==> images/detail.png <==
Region (89, 89) to (109, 109) µm. Cells in gray, sequential cells in the stronger gray; small squares are vias.
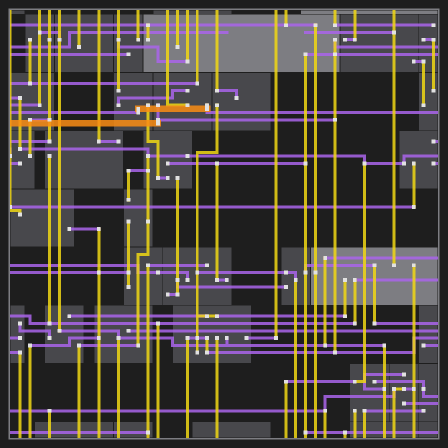
==> images/clk_routes.png <==
Drawn at 4 px/µm.
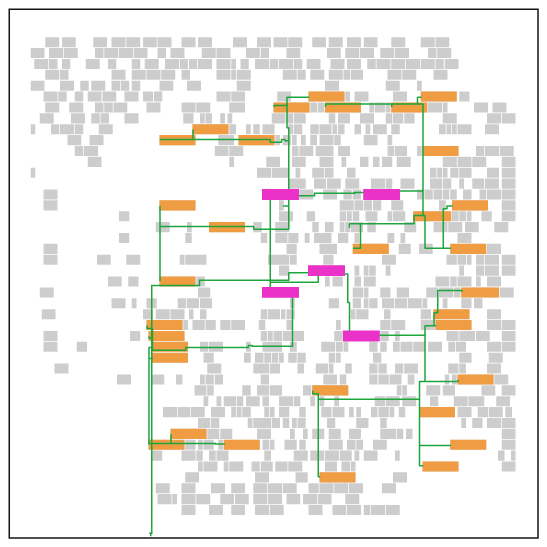
==> images/placement_by_type.png <==
Drawn at 4 px/µm. Fill, decap, tap and diode cells in gray.
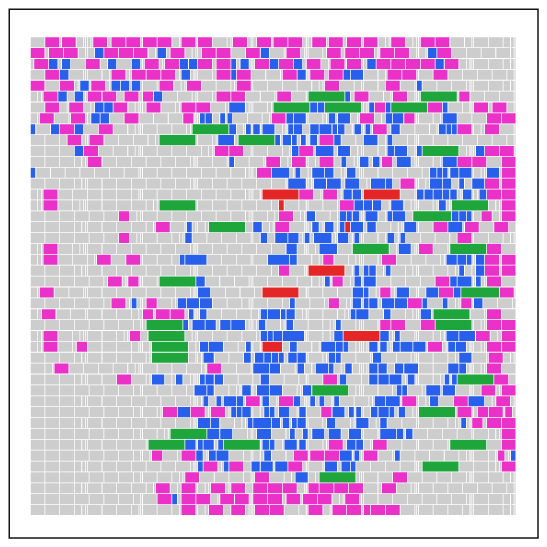
==> images/congestion.png <==
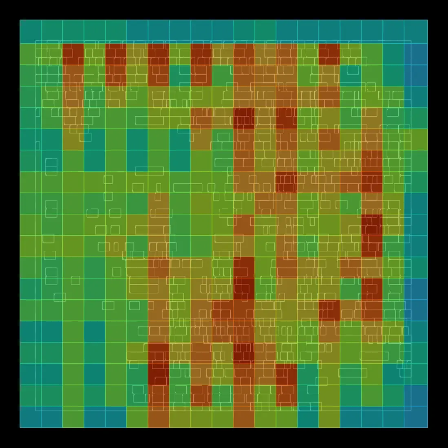
==> config.mk <==
export PLATFORM = sky130hd
export DESIGN_NAME = fetch_stage_flat
export DESIGN_NICKNAME = d
export VERILOG_FILES = /design/src/rtl/fetch_stage_if.sv /design/src/rtl/fetch_stage.sv /design/src/flat_wrapper.sv
export SDC_FILE = /design/constraint.sdc
export NUM_CORES = 1
export LEC_CHECK = 0
export CORE_MARGIN = 5
export CORE_UTILIZATION = 24
export DETAILED_ROUTE_END_ITERATION = 6
export PLACE_DENSITY = 0.63
export SYNTH_ARGS = -nofsm -noshare
export SYNTH_HDL_FRONTEND = slang
export SYNTH_SLANG_ARGS = --single-unit
==> constraint.sdc <==
create_clock -name clk -period 6.5 [get_ports clk]
set_input_delay 0.975 -clock clk [delete_from_list [all_inputs] [get_ports clk]]
set_output_delay 0.975 -clock clk [all_outputs]
set_load 0.1 [all_outputs]
==> impl_metrics.toml <==
# physical design summary
[global_route]
use_met3 = 0.0427
grt_first_pass_wirelength_um = 27000
grtUsageTotal = 0.192
grt_pass1_vias = 4343
met1_track_demand_over_resource_in_global_routing = 0.249
grt_antenna_before_repair = 0

[final_layout]
signal_buffers = 273
layout.buffer.nonclock.area_share = 0.432
count_of_non_filler_cells_in_the_finished_layout = 866
syn_to_final_growth_pct = 72.3
layout.nets = 787
logic_area_mm2 = 0.00223
area_dominant_class = "buffers"
flop_area_um2 = 803
layout.sequential_cells = 32
layout_top_cells_excl_fill_tap = "244 x sky130_fd_sc_hd__clkdlybuf4s50_1, 41 x sky130_fd_sc_hd__and2_1, 38 x sky130_fd_sc_hd__nor2_1, 36 x sky130_fd_sc_hd__a21oi_1, 34 x sky130_fd_sc_hd__nand2_1"

[power_and_ir_drop]
largestPowerGroup = "combinational cells"
power_density_mw_per_mm2 = 230
design_power_total_w = 0.00141
pg_clk_w = 0.000247
power_switching_w = 0.000826
p_int_w = 0.000585
power_combinational_w = 0.000911

[status]
status = "complete, no violations"

[route]
dr.first_iter.drc_count = 303
routed.top_layer = "met4"
post_route_drc_violation_count = 0
route.layer.met1.wl_um = 7500
met2WireLength_um = 8620
num_vias = 4385

[synth]
ys_area_mm2 = 0.00356
synth-async-reset-ratio = 1.00
synth_top_cell_by_area = "sky130_fd_sc_hd__dfrtp_1"
syn_inst = 475
synth.lib_cells_used.distinct = 63
simple_gate_share_of_the_synthesized_area = 0.294
synthXorXnorAreaFrac = 0.0738
synth-cells-yosys = 475

[final_timing]
fmax_mhz = 197
finalSetupViolations = 0
grt_setup_unrepaired = "no"

[clock_network]
insertion_delay_ns = 0.28
clk_root_buffer_cell = "sky130_fd_sc_hd__clkbuf_16"
cts.hold.buffers_added = 0
clockBufferDepth = 2
numClockSinks = 32

[placed_design]
preCtsSetupSlack_ns = 1.51
place_hpwl_um = 14000
gp_congestion = 0.873

[setup_path]
crit_chain = "clkdlybuf4s50_1 > nand2_1 > buf_4 > o31ai_1 > o21ai_0 > clkdlybuf4s50_1"
worstRegToRegCells = 6
critical_path_cell_count = 6
cp_max_fo = 33
ff2ff_setup_slack_ns = 3.68
crit_type = "input port to output port"
crit_arrival_ns = 4.11

[floorplan]
io-pin-count = 269

[hold_path]
min_delay_path_depth = 1
About detail.png:
| color | layer |
|---|---|
| purple | metal 1 |
| orange | metal 3 |
| yellow | metal 2 |
cells with their middle in the window: 26
sequential cells in the window: 2
most frequent: nor2_1 (6)

About clk_routes.png:
[green] clock wires | length: 688 µm
[orange] flip-flops | count: 32
[magenta] clock drivers | count: 5
routed clock nets: 6
clock network fraction of total power: 0.175
worst clock skew on the final layout: 0.00323 ns

About placement_by_type.png:
| color | class | cells | share of their area |
|---|---|---|---|
| red | clock drivers and dummy loads | 8 | 2.5% |
| magenta | other buffers and delay cells | 273 | 45% |
| green | flops | 32 | 14% |
| blue | combinational and other logic | 369 | 39% |
final standard cell utilization of the core: 0.422
area inside the core boundary: 0.0145 mm²
register fraction of the total cell area: 0.131
post-route cell area: 0.00613 mm²
count of standard-cell rows: 44

About congestion.png:
Avg WL per Cell: 20.5 µm
met2 Usage GRT: 0.319
busiest metal layer after global routing: met2

Power and IR drop assume default switching activity.
